<file path="src/rtl/hazard_ctrl.sv">
// Hazard controller for the five-stage core: tracks EX/MEM destination metadata to drive
// EX operand forwarding selects, load-use stalls, branch flushes and saturating event counters.
module hazard_ctrl #(
   parameter int CNT_W = 16
) (
   input  logic             clk,
   input  logic             reset,
   input  logic             id_valid,
   input  logic [4:0]       id_rs1,
   input  logic [4:0]       id_rs2,
   input  logic             id_use_rs1,
   input  logic             id_use_rs2,
   input  logic [4:0]       id_rd,
   input  logic             id_reg_write,
   input  logic             id_mem_to_reg,
   input  logic             ex_branch_taken,
   output logic             stall_if,
   output logic             stall_id,
   output logic             bubble_ex,
   output logic             flush_id,
   output logic [1:0]       fwd_a_sel,
   output logic [1:0]       fwd_b_sel,
   output logic [CNT_W-1:0] stall_count,
   output logic [CNT_W-1:0] flush_count
);

   typedef enum logic [1:0] {RUN, LDSTALL, FLUSH} state_t;

   state_t     state;
   logic       armed;
   // WB is not shadowed: the register file is write-through, so a WB producer never needs a select.
   logic [4:0] shadowRd_p0, shadowRd_p1;
   logic       shadowWe_p0, shadowWe_p1;
   logic       shadowLoad_p0;
   logic       active;
   logic       loadUse;
   logic       idWe;
   logic [1:0] selA, selB;

   function automatic logic [CNT_W-1:0] satInc(input logic [CNT_W-1:0] cnt, input logic inc);
      if (inc && (cnt != {CNT_W{1'b1}}))
         return cnt + CNT_W'(1);
      return cnt;
   endfunction

   function automatic logic loadHit(input logic reads, input logic [4:0] rs,
                                    input logic [4:0] exRd, input logic exLoad);
      return reads && exLoad && (rs == exRd);
   endfunction

   function automatic logic [1:0] fwdSel(input logic reads, input logic [4:0] rs,
                                         input logic [4:0] exRd, input logic exWe,
                                         input logic [4:0] memRd, input logic memWe);
      if (!reads || (rs == 5'd0))
         return 2'b00;
      if (exWe && (rs == exRd))
         return 2'b01;
      if (memWe && (rs == memRd))
         return 2'b10;
      return 2'b00;
   endfunction

   always_comb begin
      // Controls stay quiet during reset and in the first cycle after it.
      active    = armed && !reset;
      loadUse   = id_valid && (state != LDSTALL) &&
                  (loadHit(id_use_rs1, id_rs1, shadowRd_p0, shadowLoad_p0) ||
                   loadHit(id_use_rs2, id_rs2, shadowRd_p0, shadowLoad_p0));
      flush_id  = active && ex_branch_taken;
      stall_if  = active && loadUse && !ex_branch_taken;
      stall_id  = stall_if;
      bubble_ex = flush_id || stall_if;
      idWe      = id_valid && id_reg_write && (id_rd != 5'd0);
      selA      = fwdSel(id_use_rs1, id_rs1, shadowRd_p0, shadowWe_p0, shadowRd_p1, shadowWe_p1);
      selB      = fwdSel(id_use_rs2, id_rs2, shadowRd_p0, shadowWe_p0, shadowRd_p1, shadowWe_p1);
   end

   always_ff @(posedge clk) begin
      if (reset) begin
         state         <= RUN;
         armed         <= 1'b0;
         shadowRd_p0   <= 5'd0;
         shadowWe_p0   <= 1'b0;
         shadowLoad_p0 <= 1'b0;
         shadowRd_p1   <= 5'd0;
         shadowWe_p1   <= 1'b0;
         fwd_a_sel     <= 2'b00;
         fwd_b_sel     <= 2'b00;
         stall_count   <= '0;
         flush_count   <= '0;
      end else begin
         armed <= 1'b1;
         case (state)
            RUN:     state <= flush_id ? FLUSH : (stall_if ? LDSTALL : RUN);
            LDSTALL: state <= flush_id ? FLUSH : RUN;
            FLUSH:   state <= flush_id ? FLUSH : RUN;
            default: state <= RUN;
         endcase

         // ID -> EX boundary
         if (bubble_ex) begin
            shadowRd_p0   <= 5'd0;
            shadowWe_p0   <= 1'b0;
            shadowLoad_p0 <= 1'b0;
            fwd_a_sel     <= 2'b00;
            fwd_b_sel     <= 2'b00;
         end else begin
            shadowRd_p0   <= idWe ? id_rd : 5'd0;
            shadowWe_p0   <= idWe;
            shadowLoad_p0 <= idWe && id_mem_to_reg;
            fwd_a_sel     <= id_valid ? selA : 2'b00;
            fwd_b_sel     <= id_valid ? selB : 2'b00;
         end

         // EX -> MEM boundary
         shadowRd_p1 <= shadowRd_p0;
         shadowWe_p1 <= shadowWe_p0;

         stall_count <= satInc(stall_count, stall_if);
         flush_count <= satInc(flush_count, flush_id);
      end
   end

endmodule
</file>
<file path="config.mk">
export PLATFORM = sky130hd
export DESIGN_NAME = hazard_ctrl
export DESIGN_NICKNAME = d
export VERILOG_FILES = /design/src/rtl/hazard_ctrl.sv
export SDC_FILE = /design/constraint.sdc
export NUM_CORES = 1
export LEC_CHECK = 0
export ABC_AREA = 0
export CORE_UTILIZATION = 45
export CTS_BUF_LIST = sky130_fd_sc_hd__clkbuf_8
export DETAILED_ROUTE_END_ITERATION = 12
export PLACE_DENSITY = 0.82
export RECOVER_POWER = 50
export SETUP_SLACK_MARGIN = 0.3
export SLEW_MARGIN = 20
export SYNTH_ARGS = -nofsm -noshare
export SYNTH_HDL_FRONTEND = slang
export SYNTH_SLANG_ARGS = --single-unit
export TNS_END_PERCENT = 5
</file>
<file path="constraint.sdc">
create_clock -name clk -period 3.06 [get_ports clk]
set_clock_uncertainty 0.2 [all_clocks]
set_input_delay 0.612 -clock clk [delete_from_list [all_inputs] [get_ports clk]]
set_output_delay 0.612 -clock clk [all_outputs]
set_load 0.02 [all_outputs]
</file>
==> job_summary.md <==
## PnR job results

| Metric | Value |
|---|---|
| Worst setup path endpoint | `flush_id` |
| CTS Buf Count | `5` |
| DRC | `0` |
| GR met3 Demand/Resource | `0.03953` |
| Dominant combinational family | `simple AND/OR/NAND/NOR gates` |
| Crit path largest cell delay | `0.55 ns` |
| Worst-path cell chain | `dlygate4sd3_1 -> clkbuf_4 -> nand3b_1 -> inv_1 -> dlygate4sd2_1` |
| Clock tree buffer depth | `2` |
| Grt met1 use | `0.2696` |
| FF+latch count | `52` |
| Pint | `0.9054 mW` |
| CP Launch Point | `reset` |
| Post-Synth Adder-Cell Area | `0.02402` |
| Max-slew headroom | `0.4619` |
| Buffering overhead | `0.2371` |
| Final setup TNS | `0 ns` |
| WL met3 | `281 um` |
| Hold Vio Cnt, Final | `0` |
| Worst hold path stage count | `2` |
| N_diodes | `0` |
| Metal2 WL | `3.179 mm` |
| Syn Nets | `325` |
| EDFF count, synth | `0` |
| Hold-fix buffers, CTS | `0` |
| Critical Path Slowest Stage Cell | `dlygate4sd3_1` |
| Syn. warnings | `0` |
| Worst-Skew Late Latency | `0.30 ns` |
| Synth flops | `52` |
| WP buf/inv | `4` |
| Most common reg cell | `dfxtp_1` |
| Non-filler cells, final | `456` |
| DRT Pass-1 Iters | `4` |
| Synth async-reset ratio | `0` |
| Vias in the first global route | `2,277` |
| Fmax | `351.3 MHz` |
| Worst EP required | `2.25 ns` |
| Commonest cells post-synth | `dfxtp_1 (52), nor2_1 (24), nand2_1 (19)` |
| CTS tree | `done` |
| Core Region | `0.005540 mm2` |
| Largest net degree at the start of global routing | `37` |
| Hold Slack | `0.2771 ns` |
| Worst Hold End | `fwd_a_sel[1]` |
| Final setup margin | `0.2132 ns` |
| And+or+nand+nor area frac | `0.2978` |
| Mapped Area | `0.002605 mm2` |
| Clock Tree Root | `clkbuf_8` |
| CLK BUF | `5` |
| Reg2Reg Depth | `7` |
| Synthesized area per cell | `8.771 um2` |
| Seq. pwr | `0.692 mW` |
| Die Wd | `78.09 um` |
| I/O Pins | `63` |
| Die Size | `0.006097 mm2` |
| RD Place Congestion | `0.8402` |
| Synth cell types | `48` |
| Seq area share | `0.2876` |
| Reg clk slew, reported paths | `0.09 ns` |
| Power share of the clock group | `0.307` |
| Part of the power in registers | `0.585` |
| R2R Setup Slk | `0.58 ns` |
| Tightest Pin Transition | `0.7987 ns` |
| Max-Cap Viols | `0` |
| Max Used Layer | `met4` |
| RSZ-0062 raised after global routing | `true` |
| Dpl cells | `446` |
| Worst Path Max Fanout | `4` |
| N_taps | `72` |
| Worst R2R Start | `stall_count[0]` |
| Top power group | `registers` |
| Total tool warning count | `31` |
| Hpwl dp | `4.899 mm` |
| Final setup fails | `0` |
| Number of antenna violations at the first check in global routing | `0` |
| Mi-comb count | `224` |
| Synth Area in Compound Gates | `0.1191` |
| Final Slew Violations | `0` |
| Placed Area | `0.003480 mm2` |
| Count of input and output buffers | `62` |
| Final core occ | `0.6533` |
| Comb/total area | `0.4196` |
| # rows | `27` |
| Tmin final | `2.847 ns` |
| CP Capture Type | `output pin` |
| Status | `complete, no violations` |
| GR Overflow Total | `0` |
| Inverter count | `9` |
| Top Registers | `flush_count: 16 flops, stall_count: 16 flops` |
| Nets@finish | `412` |
| Via density per instance | `5.539` |
| Clock Network Area Fraction | `0.02143` |
| Mux share | `0.02834` |
| CTS sink cnt | `52` |
| Worst path arrival time | `2.03 ns` |
| Worst Hold Class | `flip-flop to flip-flop` |
| Number of routed nets with antenna violations | `0` |
| Mapped Cells | `297` |
| Most frequent cell after synthesis | `dfxtp_1` |
| Crit-path leading delay family | `buffers and inverters` |
| FF-to-FF End | `stall_count[5]` |
| Comb pwr | `0.127 mW` |
| Cell area after layout | `0.003620 mm2` |
| Startpoint Class | `primary input` |
| Post-Place Setup Slack | `-0.3583 ns` |
| Grt peak-use layer | `met2` |
| Register area share after synthesis | `0.3996` |
| Metal-1 WL | `2.864 mm` |
| Met2 usage | `0.3711` |
| Max-area cell share | `0.3996` |
| Leakage power | `1.488 nW` |
-- what timing repair did --
| item | in CTS | in global routing |
|---|---|---|
| buffers inserted | 1 | 2 |
| endpoints found under the setup margin | 4 | 4 |
| pin swaps | 1 | 7 |
| gates resized | 16 | 17 |
| gates cloned | 0 | 0 |
-- placed cells by master, fill, tap and decap left out, types with 10 or more instances in the layout --
cell             netlist  final
nor2_1                24     24
dlygate4sd3_1          0     32
dfxtp_1               52     52
buf_4                  2     29
o21ai_0                9     10
xnor2_1               16     13
xor2_1                13     13
nor4_1                13     12
nand2_1               19     19
nand4_1               12     12
a21oi_1               13     13
clkdlybuf4s50_1        0     15
dlymetal6s2s_1         0     11
nand3_1               14     14
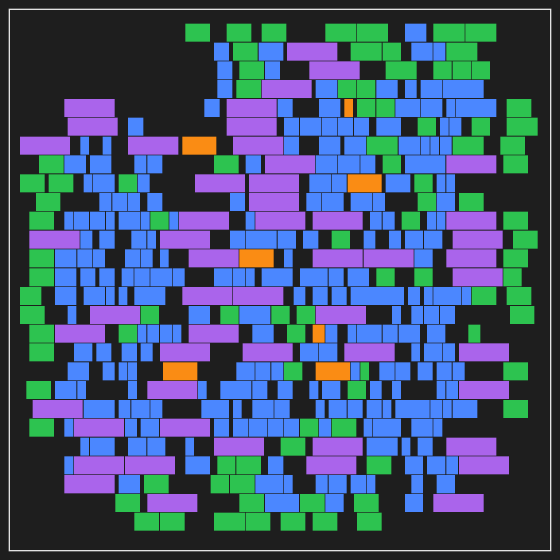
(images/cell_classes.png)
Key: orange = clock drivers and dummy loads [cells 7, share of their area 2.2%]; purple = flip-flops [cells 52, share of their area 29%]; green = other buffers and delay cells [cells 92, share of their area 24%]; blue = all other logic [cells 233, share of their area 44%]

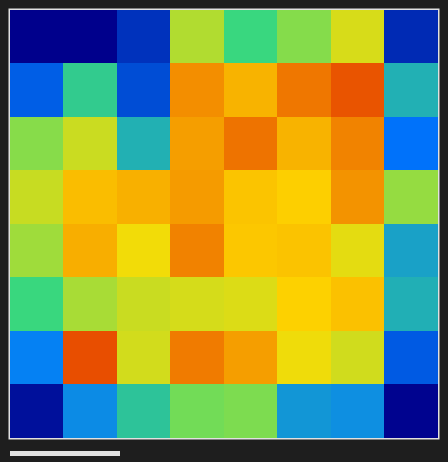
(images/density.png)
The bar under the picture is 20 um long. 8 x 8 tiles, from dark blue (low) to red (high), 0 to 100% covered.
The fullest tile reaches 91%. The mean over all tiles is 58%. The emptiest ninth of the die: upper left. The densest ninth of the die: centre.

Power is estimated from default activity; no workload was simulated.
